### src/rtl/state_sharer_pkg.sv
// Shared definitions for the state_sharer masking front-end.
// Holds the block width, FSM state encoding and the mask-word count helper.
// Imported by the top and by the share_pack sub-module.
package state_sharer_pkg;

  localparam int BLOCK_W = 128;

  typedef enum logic [1:0] {
    IDLE   = 2'd0,
    GATHER = 2'd1,
    DONE   = 2'd2
  } state_e;

  // Number of RW-bit random words needed to mask one block with d shares.
  function automatic int nw(input int d, input int rw);
    return (BLOCK_W * (d - 1)) / rw;
  endfunction

  // Word counter width: clog2(n+1), never below one bit.
  function automatic int cnt_w(input int n);
    return (n < 1) ? 1 : $clog2(n + 1);
  endfunction

endpackage

### src/rtl/state_sharer_share_pack.sv
// Purpose: map an unmasked block plus its mask vector onto the bit-interleaved d-share layout.
// Latency: purely combinational.
// Backpressure: none (no handshake).
// Ports:
//   data  - 128-bit unmasked block
//   mask  - mask vector; bit (j-1)*128+b is share j of bit b
//   sh    - shared block; share j of bit b at sh[D*b+j], share 0 = data ^ all masks
module state_sharer_share_pack
  import state_sharer_pkg::*;
#(
  parameter int D      = 2,
  parameter int MASK_W = 128
) (
  input  logic [BLOCK_W-1:0]   data,
  input  logic [MASK_W-1:0]    mask,
  output logic [BLOCK_W*D-1:0] sh
);

  always_comb begin
    logic acc;
    sh  = '0;
    acc = 1'b0;
    for (int b = 0; b < BLOCK_W; b++) begin
      acc = data[b];
      for (int j = 1; j < D; j++) begin
        sh[D*b+j] = mask[(j-1)*BLOCK_W+b];
        acc       = acc ^ mask[(j-1)*BLOCK_W+b];
      end
      sh[D*b] = acc;
    end
  end

endmodule

### src/rtl/state_sharer.sv
// Purpose: latch a 128-bit block, gather NW random words, emit a registered d-share Boolean sharing.
// Latency: accept at edge T, out_valid in cycle T+NW+1 with rnd_valid held high (T+1 when D=1).
// Backpressure: in_ready only in IDLE, rnd_ready only in GATHER, DONE holds until out_ready.
// Ports:
//   clk, rst_n              - clock, asynchronous active-low reset
//   in_data/in_valid/in_ready     - unmasked block input
//   rnd_data/rnd_valid/rnd_ready  - fresh randomness, RW bits per word
//   sh_out/out_valid/out_ready    - shared block, layout sh_out[D*b+j]
// Optional: define STATE_SHARER_ZEROIZE_EN to clear data/mask/share registers on the output
// handshake and force sh_out to 0 while out_valid is low.
module state_sharer
  import state_sharer_pkg::*;
#(
  parameter int D  = 2,
  parameter int RW = 32
) (
  input  logic                 clk,
  input  logic                 rst_n,
  input  logic [BLOCK_W-1:0]   in_data,
  input  logic                 in_valid,
  output logic                 in_ready,
  input  logic [RW-1:0]        rnd_data,
  input  logic                 rnd_valid,
  output logic                 rnd_ready,
  output logic [BLOCK_W*D-1:0] sh_out,
  output logic                 out_valid,
  input  logic                 out_ready
);

  localparam int NW     = nw(D, RW);
  localparam int CW     = cnt_w(NW);
  localparam int SH_W   = BLOCK_W * D;
  // Kept at least RW wide so the word-slot slices stay in range when D=1.
  localparam int MASK_W = (D > 1) ? BLOCK_W * (D - 1) : RW;

  state_e              state_q, state_d;
  logic [CW-1:0]       cnt_q, cnt_d;
  logic [BLOCK_W-1:0]  data_q, data_d;
  logic [MASK_W-1:0]   mask_q, mask_d;
  logic [SH_W-1:0]     sh_q, sh_d;
  logic [SH_W-1:0]     sh_pack;
  logic                last_word;
  logic                load_sh;

  assign last_word = (cnt_q == CW'(NW - 1));

  // Packing works on the next-cycle data/mask so the final word lands in the
  // share register on the same edge that enters DONE.
  state_sharer_share_pack #(
    .D      (D),
    .MASK_W (MASK_W)
  ) u_share_pack (
    .data (data_d),
    .mask (mask_d),
    .sh   (sh_pack)
  );

  // State register
  always_ff @(posedge clk or negedge rst_n) begin
    if (!rst_n) begin
      state_q <= IDLE;
    end else begin
      state_q <= state_d;
    end
  end

  // Next-state logic
  always_comb begin
    state_d = state_q;
    case (state_q)
      IDLE: begin
        if (in_valid) state_d = (NW > 0) ? GATHER : DONE;
      end
      GATHER: begin
        if (rnd_valid && last_word) state_d = DONE;
      end
      DONE: begin
        if (out_ready) state_d = IDLE;
      end
      default: state_d = IDLE;
    endcase
  end

  // Datapath next values
  always_comb begin
    data_d  = data_q;
    mask_d  = mask_q;
    cnt_d   = cnt_q;
    load_sh = 1'b0;
    case (state_q)
      IDLE: begin
        if (in_valid) begin
          data_d  = in_data;
          cnt_d   = '0;
          load_sh = (NW == 0);
        end
      end
      GATHER: begin
        if (rnd_valid) begin
          for (int k = 0; k < NW; k++) begin
            if (cnt_q == CW'(k)) mask_d[RW*k +: RW] = rnd_data;
          end
          cnt_d   = cnt_q + CW'(1);
          load_sh = last_word;
        end
      end
      DONE: begin
`ifdef STATE_SHARER_ZEROIZE_EN
        if (out_ready) begin
          data_d = '0;
          mask_d = '0;
        end
`endif
      end
      default: ;
    endcase
  end

  always_comb begin
    sh_d = sh_q;
    if (load_sh) sh_d = sh_pack;
`ifdef STATE_SHARER_ZEROIZE_EN
    if (state_q == DONE && out_ready) sh_d = '0;
`endif
  end

  // Datapath registers
  always_ff @(posedge clk or negedge rst_n) begin
    if (!rst_n) begin
      cnt_q  <= '0;
      data_q <= '0;
      mask_q <= '0;
      sh_q   <= '0;
    end else begin
      cnt_q  <= cnt_d;
      data_q <= data_d;
      mask_q <= mask_d;
      sh_q   <= sh_d;
    end
  end

  // Outputs: decoded from registered state only
  always_comb begin
    in_ready  = (state_q == IDLE);
    rnd_ready = (state_q == GATHER);
    out_valid = (state_q == DONE);
`ifdef STATE_SHARER_ZEROIZE_EN
    sh_out    = out_valid ? sh_q : '0;
`else
    sh_out    = sh_q;
`endif
  end

endmodule

### config.mk
export PLATFORM = sky130hd
export DESIGN_NAME = state_sharer
export DESIGN_NICKNAME = d
export VERILOG_FILES = /design/src/rtl/state_sharer_pkg.sv /design/src/rtl/state_sharer_share_pack.sv /design/src/rtl/state_sharer.sv
export SDC_FILE = /design/constraint.sdc
export NUM_CORES = 1
export LEC_CHECK = 0
export CAP_MARGIN = 5
export CORE_MARGIN = 5
export CORE_UTILIZATION = 47
export DETAILED_ROUTE_END_ITERATION = 12
export HOLD_SLACK_MARGIN = 0.03
export PLACE_DENSITY_LB_ADDON = 0.25
export SYNTH_ARGS = -nofsm -noshare
export SYNTH_HDL_FRONTEND = slang
export SYNTH_SLANG_ARGS = --single-unit
### constraint.sdc
create_clock -name clk -period 1.83 [get_ports clk]
set_clock_uncertainty 0.1 [all_clocks]
set_input_delay 0.4575 -clock clk [delete_from_list [all_inputs] [get_ports clk]]
set_output_delay 0.4575 -clock clk [all_outputs]
set_load 0.01 [all_outputs]
congestion.png
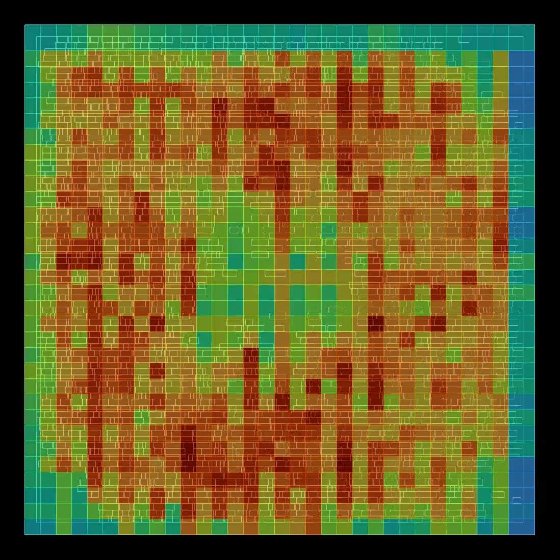
met2 track demand over resource: 48.2%
detailed-route wire length per cell: 27.3 um

clk_routes.png
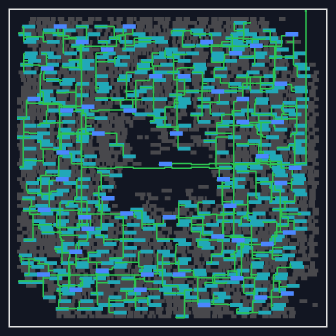
flip-flops -> cyan  # count 485
clock wires -> green  # length 6230 um
clock drivers -> blue  # count 51
routed clock nets = 52
flops lie = all over the die

==> datasheet_impl.txt <==
Table: implementation figures

Parameter                              Value

Yosys
  Syn_nets .................. 2002
  Dominant cells by area after synthesis .................. sky130_fd_sc_hd__dfrtp_1 56%, sky130_fd_sc_hd__mux2_2 7.6%, sky130_fd_sc_hd__mux2_4 4.8%
  Post-synth EDFFs .................. 0
  Register area share after synthesis .................. 55.7%
  Count of synthesis-stage warnings from yosys .................. 0
  Synth cell count leaders .................. 485 x sky130_fd_sc_hd__dfrtp_1, 228 x sky130_fd_sc_hd__nand2_1, 148 x sky130_fd_sc_hd__mux2_2, 102 x sky130_fd_sc_hd__o21ai_0, 97 x sky130_fd_sc_hd__and3_1
  Chip area line of the yosys report .................. roughly 22000 um2
  Complex Gates by Area .................. 6.42%
  Primary FF master, synth .................. sky130_fd_sc_hd__dfrtp_1
  XOR/XNOR Fraction of Synth Area .................. 1.29%

Placement
  Post-place instance area .................. approximately 29000 um2
  Number of buffers added on ports .................. 423
  Number of instances in the placed design .................. 2889

Worst setup path
  Setup Crit Path Kind .................. reg -> reg
  Slowest stage delay, CP .................. 0.52 ns
  Element type at the critical path start .................. flip-flop
  Worst reg-to-reg setup slack .................. -0.47 ns
  RR Endpoint .................. sh_out[144]$_DFFE_PN0P_
  Kind of end point of the critical path .................. flip-flop

Die
  Number of rows in the core area .................. 79
  Ports .................. 424
  Die span in y .................. 225 um
  Core area .................. 46300 um2

Detailed routing
  Post-route antenna net violation count .................. 0
  Via-to-Cell Ratio .................. 5.89
  Number of detailed-routing iterations run before antenna repair .................. 6
  DRC violation total after the first TritonRoute iteration .................. roughly 1700
  Routed met1 length .................. 32900 um

Clock network
  Worst-path clk slew .................. 0.06 ns
  Clock tree buffer depth .................. 3
  Number of buffers added to fix hold violations after cts .................. 1
  Clock tree sinks .................. between 400 and 500
  Resize count post-CTS .................. roughly 300
  CTS Root Cell .................. sky130_fd_sc_hd__clkbuf_16

Layout
  Footprint of the multi-input gates .................. 11300 um2
  Number of nets in the finished design .................. 2653
  Sequential cell area .................. 12100 um2

Timing
  Final worst setup slack .................. -0.468 ns
  Endpoints failing setup .................. 483
  Fin. Hold Viols .................. 0
  Achievable clock frequency .................. 435 MHz

GRT
  Global-route wire length before repair .................. roughly 110000 um
  Number of global-route vias before repair .................. about 19000

Run status
  Violated checks .................. setup timing
  Result of the run .................. finished, violations left

Power
  Part of the total power dissipated in sequential elements .................. 31.4%
  Switching share of power .................. about 34%
cell type report:
class                           count  share of cell area, %
Antenna cell                        4                 0.0285
Clock buffer                       71                   4.34
Clock inverter                     23                  0.848
Inverter                            4                 0.0428
Multi-Input combinational cell   1208                   32.2
Sequential cell                   485                   34.6
Tap cell                          607                   2.16
Timing Repair Buffer              733                   25.8
state kept, by name, summed over array words and instances (netlist names):
name / cells
data_q: 128
state_q: 2
mask_q: 96
sh_out: 256
cnt_q: 3
layer usage:
layer | global-route usage, % | vias to the layer above
li1 | - | 7850
met1 | 38.2 | 9487
met2 | 48.2 | 889
met3 | 6.67 | 241
met4 | 12.9 | 2
met5 | 0 | -
Power is estimated from default activity; no workload was simulated.
